Run 1, cells by drive strength:
Scale bar: 20 um.
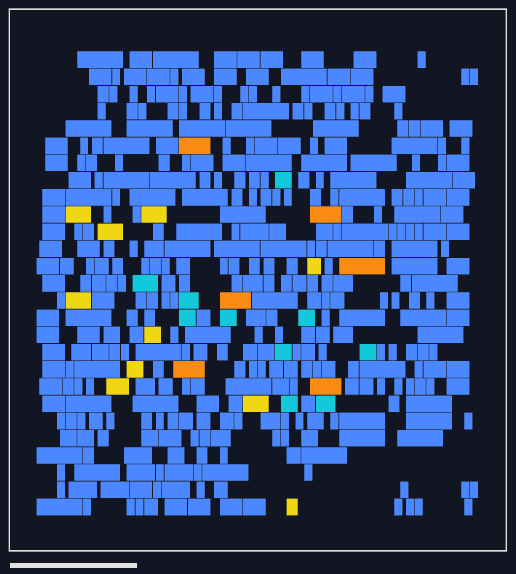
Run 1, ports around the boundary:
Pins as bars across the die edge, other pins in grey.
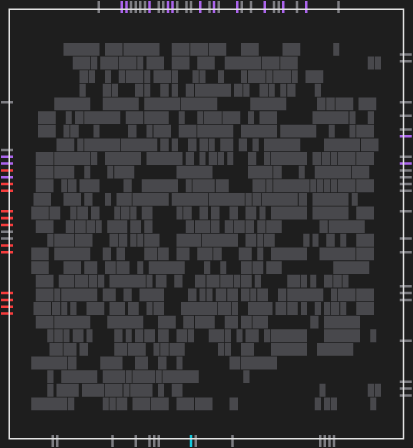
Run 1, routed clock nets over the placement:
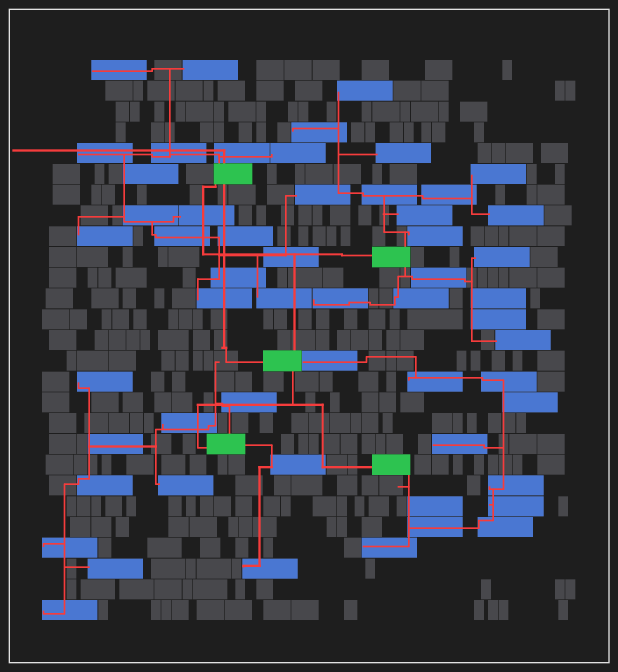
### src/rtl/eeg_sample_writer_if.sv
// Sample-in / memory-write bus of the EEG input buffer writer.
// master: writer side (adc_ready, wr_* out); slave: ADC + memory side.
interface eeg_sample_writer_if #(
    parameter int ADDR_W = 16,
    parameter int DATA_W = 30
);
    logic [15:0]       adc_data;
    logic              adc_valid;
    logic              adc_ready;
    logic              mem_gnt;
    logic              wr_en;
    logic [ADDR_W-1:0] wr_addr;
    logic [DATA_W-1:0] wr_data;
    logic              wr_width;

    modport master (
        input  adc_data, adc_valid, mem_gnt,
        output adc_ready, wr_en, wr_addr,
        output wr_data, wr_width
    );

    modport slave (
        output adc_data, adc_valid, mem_gnt,
        input  adc_ready, wr_en, wr_addr,
        input  wr_data, wr_width
    );
endinterface

### src/rtl/eeg_sample_writer.sv
// EEG epoch writer: ADC samples -> fixed-point words -> int-res memory.
// Ports: clk, rst (sync, active-high), start_eeg_load pulse,
//   bus (adc_data/valid/ready in, wr_en/addr/data/width out, mem_gnt),
//   busy, done pulse, samples_written (granted writes this epoch).
// Option: EEG_MIDSCALE_REMOVE_EN stores adc_data - 2^15, sign-extended.
module eeg_sample_writer #(
    parameter int NUM_SAMPLES = 3840,
    parameter int BASE_ADDR   = 0,
    parameter int ADDR_W      = 16,
    parameter int DATA_W      = 30,
    parameter int FRAC_SHIFT  = 10
) (
    input  logic        clk,
    input  logic        rst,
    input  logic        start_eeg_load,
    eeg_sample_writer_if.master bus,
    output logic        busy,
    output logic        done,
    output logic [11:0] samples_written
);
    localparam int PAD = DATA_W - 16 - FRAC_SHIFT;

    localparam logic [1:0] IDLE  = 2'd0;
    localparam logic [1:0] LOAD  = 2'd1;
    localparam logic [1:0] DRAIN = 2'd2;
    localparam logic [1:0] DONE  = 2'd3;

    localparam logic DOUBLE_WIDTH = 1'b1;

    logic [1:0]        state_q, state_d;
    logic              wr_en_q, wr_en_d;
    logic [ADDR_W-1:0] wr_addr_q, wr_addr_d;
    logic [DATA_W-1:0] wr_data_q, wr_data_d;
    logic [11:0]       acc_cnt_q, acc_cnt_d;
    logic [11:0]       wr_cnt_q, wr_cnt_d;

    logic              accept;
    logic              grant;
    logic              last_acc;
    logic [DATA_W-1:0] conv;

`ifdef EEG_MIDSCALE_REMOVE_EN
    logic [15:0] s;
    assign s    = bus.adc_data ^ 16'h8000;
    assign conv = {{PAD{s[15]}}, s,
                   {FRAC_SHIFT{1'b0}}};
`else
    assign conv = {{PAD{1'b0}}, bus.adc_data,
                   {FRAC_SHIFT{1'b0}}};
`endif

    // Output register frees up on grant, so a new
    // sample may be taken in the same cycle.
    assign bus.adc_ready = (state_q == LOAD) &
                           (!wr_en_q | bus.mem_gnt);
    assign accept   = bus.adc_valid & bus.adc_ready;
    assign grant    = wr_en_q & bus.mem_gnt;
    assign last_acc = acc_cnt_q ==
                      12'(NUM_SAMPLES - 1);

    always_comb begin
        state_d   = state_q;
        wr_en_d   = wr_en_q;
        wr_addr_d = wr_addr_q;
        wr_data_d = wr_data_q;
        acc_cnt_d = acc_cnt_q;
        wr_cnt_d  = wr_cnt_q;

        case (state_q)
            IDLE: begin
                if (start_eeg_load) begin
                    state_d   = LOAD;
                    acc_cnt_d = '0;
                    wr_cnt_d  = '0;
                end
            end
            LOAD: begin
                if (accept && last_acc)
                    state_d = DRAIN;
            end
            DRAIN: begin
                if (grant)
                    state_d = DONE;
            end
            default: state_d = IDLE;
        endcase

        if (grant) begin
            wr_en_d  = 1'b0;
            wr_cnt_d = wr_cnt_q + 12'd1;
        end
        if (accept) begin
            wr_en_d   = 1'b1;
            wr_addr_d = ADDR_W'(BASE_ADDR) +
                        ADDR_W'(acc_cnt_q);
            wr_data_d = conv;
            acc_cnt_d = acc_cnt_q + 12'd1;
        end
    end

    always_ff @(posedge clk) begin
        if (rst) begin
            state_q   <= IDLE;
            wr_en_q   <= 1'b0;
            wr_addr_q <= ADDR_W'(BASE_ADDR);
            wr_data_q <= '0;
            acc_cnt_q <= '0;
            wr_cnt_q  <= '0;
        end else begin
            state_q   <= state_d;
            wr_en_q   <= wr_en_d;
            wr_addr_q <= wr_addr_d;
            wr_data_q <= wr_data_d;
            acc_cnt_q <= acc_cnt_d;
            wr_cnt_q  <= wr_cnt_d;
        end
    end

    assign bus.wr_en    = wr_en_q;
    assign bus.wr_addr  = wr_addr_q;
    assign bus.wr_data  = wr_data_q;
    assign bus.wr_width = DOUBLE_WIDTH;

    assign busy = (state_q == LOAD) |
                  (state_q == DRAIN);
    assign done = state_q == DONE;
    assign samples_written = wr_cnt_q;
endmodule

### src/flat_wrapper.sv
// flat-port wrapper written by rule: the top's interface ports become plain ports
module eeg_sample_writer_flat 
#(
    parameter int NUM_SAMPLES = 3840,
    parameter int BASE_ADDR   = 0,
    parameter int ADDR_W      = 16,
    parameter int DATA_W      = 30,
    parameter int FRAC_SHIFT  = 10
)
  (clk, rst, start_eeg_load, busy, done, samples_written, bus_adc_data, bus_adc_valid, bus_mem_gnt, bus_adc_ready, bus_wr_en, bus_wr_addr, bus_wr_data, bus_wr_width);
  eeg_sample_writer_if #(.ADDR_W(ADDR_W), .DATA_W(DATA_W)) bus_i ();
  input  logic clk;
  input  logic rst;
  input  logic start_eeg_load;
  output logic busy;
  output logic done;
  output logic [11:0] samples_written;
  input wire logic [$bits(bus_i.adc_data)-1:0] bus_adc_data;
  input wire logic [$bits(bus_i.adc_valid)-1:0] bus_adc_valid;
  input wire logic [$bits(bus_i.mem_gnt)-1:0] bus_mem_gnt;
  output wire logic [$bits(bus_i.adc_ready)-1:0] bus_adc_ready;
  output wire logic [$bits(bus_i.wr_en)-1:0] bus_wr_en;
  output wire logic [$bits(bus_i.wr_addr)-1:0] bus_wr_addr;
  output wire logic [$bits(bus_i.wr_data)-1:0] bus_wr_data;
  output wire logic [$bits(bus_i.wr_width)-1:0] bus_wr_width;
  assign bus_i.adc_data = bus_adc_data;
  assign bus_i.adc_valid = bus_adc_valid;
  assign bus_i.mem_gnt = bus_mem_gnt;
  assign bus_adc_ready = bus_i.adc_ready;
  assign bus_wr_en = bus_i.wr_en;
  assign bus_wr_addr = bus_i.wr_addr;
  assign bus_wr_data = bus_i.wr_data;
  assign bus_wr_width = bus_i.wr_width;
  eeg_sample_writer #(.NUM_SAMPLES(NUM_SAMPLES), .BASE_ADDR(BASE_ADDR), .ADDR_W(ADDR_W), .DATA_W(DATA_W), .FRAC_SHIFT(FRAC_SHIFT)) u_core (.clk(clk), .rst(rst), .start_eeg_load(start_eeg_load), .bus(bus_i), .busy(busy), .done(done), .samples_written(samples_written));
endmodule
### config.mk
export PLATFORM = sky130hd
export DESIGN_NAME = eeg_sample_writer_flat
export DESIGN_NICKNAME = d
export VERILOG_FILES = /design/src/rtl/eeg_sample_writer_if.sv /design/src/rtl/eeg_sample_writer.sv /design/src/flat_wrapper.sv
export SDC_FILE = /design/constraint.sdc
export NUM_CORES = 1
export LEC_CHECK = 0
export CORE_ASPECT_RATIO = 1.1
export CORE_MARGIN = 4
export CORE_UTILIZATION = 48
export CTS_BUF_LIST = sky130_fd_sc_hd__clkbuf_8
export DETAILED_ROUTE_END_ITERATION = 8
export PLACE_DENSITY = 0.83
export SKIP_LAST_GASP = 1
export SYNTH_ARGS = -nofsm -noshare
export SYNTH_HDL_FRONTEND = slang
export SYNTH_SLANG_ARGS = --single-unit
### constraint.sdc
create_clock -name clk -period 2.2 [get_ports clk]
set_input_delay 0.22 -clock clk [delete_from_list [all_inputs] [get_ports clk]]
set_output_delay 0.22 -clock clk [all_outputs]
set_load 0.01 [all_outputs]
==> GITHUB_STEP_SUMMARY, run 1 <==
### Flow metrics

| Metric | Value |
|---|---|
| Status | finished clean |
| GR peak layer | met2 |
| Logic cell area | 1350 um^2 |
| Req. time, crit path | 1.98 ns |
| Grt total ovfl | 0 |
| CORE AREA | 5130 um^2 |
| P&R area growth vs syn | 28.6% |
| Root Driver | clkbuf_8 |
| Worst reg2reg path depth | 8 |
| Crit path depth | 4 |
| Fin worst setup slack | 0.237 ns |
| Global-route wire length before repair | 10100 um |
| Placed insts | around 460 |
| Top cells by area | dfxtp_1 (42%), nand2_1 (11%), a21oi_1 (7.5%) |
| Post-synth top area share | a little over two fifths |
| DRC viols | 0 |
| Simple Share, Synth | between 20 and 30% |
| HPWL Detailed | 4430 um |
| Postcts setup bufs | 0 |
| Met3 usage | 3.93% |
| Ports | 84 |
| Post_cts resized | 0 |
| Most frequent logic cell in the layout | nand2_1 |
| TritonCTS clock tree | yes |
| Syn Inst Count | ~340 |
| Hold path cells | 2 |
| Unrepaired setup endpoints after global routing | false |
| Maximum VDD drop | 0.000397 V |
| Fraction of layout cells with a size suffix above 1 | 6.55% |
| Worst-Skew Late Latency | ~0.31 ns |
| Final GP Congestion | 0.923 |
| # rows | 27 |
| Final Hold Viols | 0 |
| Worst Path Buf+Inv | 2 |
| Inserted Clock Buffers | 5 |
| Critical path's top delay family | buffers and inverters |
| Ys cells | 335 |
| Met3 WL | 317 um |
| Adder share | under 10% |
| Initial antenna violation count | 0 |
| Ant diodes | 0 |
| Grt met1 use | 21.9% |
-- 'cells by drive strength' (at the start) --
colour	size	cells	share	most used
blue	drive 1 or less	371	93%	nand2_1
yellow	drive 2	10	2.5%	mux2_2
orange	drive 6 and up	6	1.5%	clkbuf_8
cyan	drive 3 to 4	10	2.5%	buf_4
final instance area: 3360 um^2
Non-Clock Buffer Count: 72

-- 'ports around the boundary' (at the start) --
colour	port	pins	direction	edge
red	samples_written	12	output	west
cyan	bus_adc_ready	1	output	south
purple	bus_adc_data	16	input	11 north, 3 west, 2 east
all pins by edge	29 north, 22 east, 19 west, 14 south
die height: 85.4 um
Die W: 78.3 um
IO buf count: 64

-- 'routed clock nets over the placement' (at the start) --
[blue] flip-flops | count: 55
[green] cells driving clock nets | count: 5
[red] clock wires | length: 591 um
routed clock nets	6
Post-Route Skew: 0.00822 ns
Clk pwr share: 23.0%

## run 1: cell usage after synthesis, drive strengths merged (2+ instances only)
| cell | instances |
|---|---|
| nor3 | 9 |
| clkbuf | 11 |
| nand4 | 9 |
| nand3b | 2 |
| buf | 24 |
| inv | 6 |
| nand2 | 77 |
| and3 | 3 |
| mux2 | 5 |
| a21oi | 39 |
| or3 | 3 |
| o31ai | 2 |
| nor2b | 3 |
| a31oi | 4 |
| a311oi | 4 |
| ha | 7 |
| dfxtp | 55 |
| nor3b | 2 |
| a211oi | 2 |
| nand3 | 11 |
| conb | 2 |
| mux2i | 2 |
| and2 | 5 |
| nor4 | 5 |
| o21ai | 9 |
| nor2 | 23 |
| a211o | 2 |
## run 1: power breakdown
group          switching (mW)  internal (mW)
combinational           0.417          0.320
sequential             0.0500           1.06
clock                   0.327          0.225
total                   0.794           1.60
## run 1: sequential cells by signal, indices dropped and copies added, names as in the netlist
signal and count:
u_core.bus.wr_data 16, u_core.acc_cnt_q 12, u_core.bus.wr_addr 12, u_core.samples_written 12, u_core.state_q 2, u_core.bus.wr_en 1
## run 1: cell type report
cell class              count  share of cell area [%]
flip-flops and latches     55                    32.8
repair buffers             72                    21.1
well taps                  72                    2.68
multi-input cells         256                    40.1
inverters                   6                   0.670
clock inverters             3                   0.633
clock buffers               5                    2.05
## run 1: worst paths after layout
path,from,endpoint,slack (ns)
worst max-delay path,u_core.state_q[1]$_SDFFE_PP0P_,bus_adc_ready,0.24
worst min register to register,u_core.bus.wr_addr[5]$_SDFFE_PP0P_,u_core.bus.wr_addr[5]$_SDFFE_PP0P_,0.46
worst max register to register,u_core.state_q[1]$_SDFFE_PP0P_,u_core.bus.wr_data[25]$_SDFFE_PP0P_,0.32
worst min-delay path,rst,u_core.samples_written[1]$_SDFFE_PP0P_,0.38
## Run 2: what changed since run 1
Settings changed: CTS_BUF_LIST sky130_fd_sc_hd__clkbuf_8 to sky130_fd_sc_hd__clkbuf_2.
Run 2, placement by cell class:
Scale bar: 20 um.
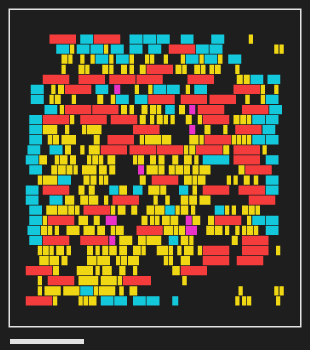
colour	class	cells	share of their area
yellow	all other logic	262	42%
magenta	clock drivers and dummy loads	8	1.5%
cyan	other buffers and delay cells	72	22%
red	flip-flops	55	34%
# rows: 27
final core occ: 64.7%
flop share of the area: 33.2%
final instance area: 3320 um^2

==> run 2 against run 1 <==
- sequential share of layout area increased by 0.45 points
- utilization decreased by 0.73 points
- design area decreased by 1.1%
- highest routed layer unchanged
- clock power decreased by 26%
- synthesized area unchanged
- register-to-register slack got worse by 0.02 ns
- sequential power about the same
- synthesized cell count unchanged
- worst hold slack got worse by 0.16 ns
- routed wire length about the same
- setup slack got worse by 0.12 ns
- total power decreased by 5.5%
==> GITHUB_STEP_SUMMARY, run 2 <==
### Flow metrics

| Metric | Value |
|---|---|
| Status | finished clean |
| Most frequent logic cell in the layout | nand2_1 |
| Die height | 85.4 um (unchanged) |
| Comb power frac | 32.6% (+1.8 points) |
| Ys cells | 335 (unchanged) |
| Seq pwr share | 49.3% (+3.1 points) |
| Most common cell in the synthesized netlist | nand2_1 |
| Int Pwr | 1.48 mW (-7.9%) |
| Hold path start | rst |
| Initial antenna violation count | 0 (unchanged) |
| Hold path cells | 2 (unchanged) |
| CP Capture Point | bus_adc_ready |
| IO buf count | 64 (unchanged) |
| Inserted Clock Buffers | 5 (unchanged) |
| Fin worst setup slack | 0.120 ns (-0.117 ns) |
| Die W | 78.3 um (unchanged) |
| DRC viols | 0 (unchanged) |
| Req. time, crit path | 1.98 ns (about the same) |
| Sw frac | 34.8% (+1.7 points) |
| Worst hold endpoint | u_core.samples_written[5]$_SDFFE_PP0P_ |
| Max FFs per register | 16 (unchanged) |
| TritonCTS clock tree | yes |
| Post-synth top area share | 42.1% (unchanged) |
| P&R area growth vs syn | 27.2% |
| Final GP Congestion | 0.923 (unchanged) |
| Root Driver | clkbuf_2 |
Run 2, routed clock nets over the placement:
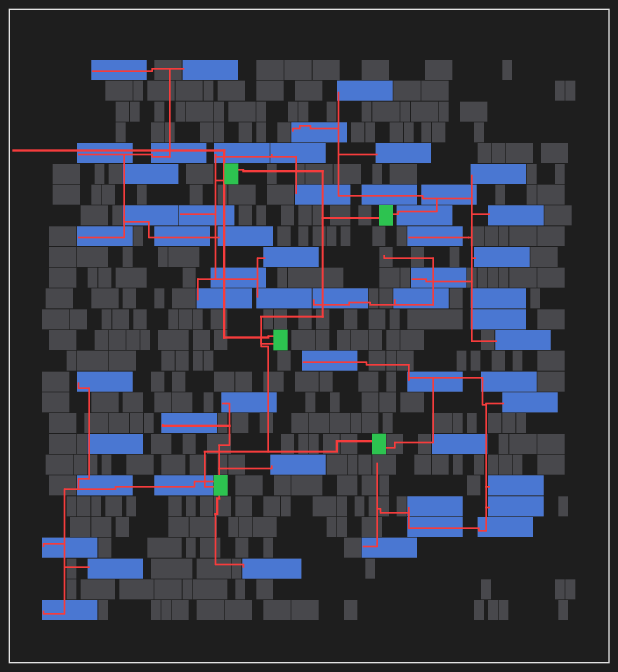
[red] clock wires | length: 616 um
[blue] flip-flops | count: 55
[green] cells driving clock nets | count: 5
routed clock nets	6
Worst-Skew Late Latency: 0.46 ns
Power Clock: 410 uW
Clk pwr share: 18.1%
Post-Route Skew: 0.0208 ns

==> run 2: metal layers <==
metal	part of all wire, %	up-vias	global-route usage, %
met3	5.3	12	4.88
met5	0	-	0
met2	49	76	30.9
met4	1.5	0	7.15
li1	-	1232	-
met1	44	1126	21.9
==> run 2: kinds of logic after synthesis <==
logic type      synth area share (%)
compound gates                  14.5
xor+xnor                       0.671
fa+ha+maj                       3.35
buf+inv                         8.81
flops                           42.1
mux                             2.92
other cells                    0.287
simple gates                    27.3
==> run 2: layout make-up <==
cell class / instances / area share [%]
timing repair buffer: 72 / 21.3
tap: 72 / 2.71
inverter: 6 / 0.678
clock inverter: 2 / 0.527
clock buffer: 6 / 0.904
multi-input combinational: 256 / 40.6
sequential: 55 / 33.2
==> run 2: what timing repair did <==
action | 4_1_cts | 5_1_grt
setup endpoints to repair | 0 | 2
resized | 0 | 3
endpoints found under the hold margin | 0 | 0
==> run 2: power by group through the flow <==
stage | sequential (mW) | combinational [mW] | clock (mW)
after floorplan | 1.14 | 0.449 | 0
after global placement | 1.13 | 0.720 | 0
after detailed placement | 1.13 | 0.735 | 0
after CTS | 1.11 | 0.738 | 0.419
after global routing | 1.13 | 0.822 | 0.462
final | 1.11 | 0.738 | 0.410
==> run 2: worst reg2reg max path, delay by kind of cell, from the launching register on <==
kind                     cells  cell delay (ns)
adder cells (fa/ha/maj)      1             0.25
AND/OR/NAND/NOR              3             0.97
flip-flops                   1             0.48
AND-OR/OR-AND                1             0.15
==> run 2: metrics by stage <==
stage	total power, mW	std cells	hold slack (ns)
2_1_floorplan	1.59	352	0.356
3_3_place_gp	1.85	461	0.442
3_5_place_dp	1.87	461	0.446
4_1_cts	2.27	469	0.199
5_1_grt	2.41	469	0.216
6_report	2.26	469	0.221
No activity file was given, so power comes from the tool's default toggle rates.
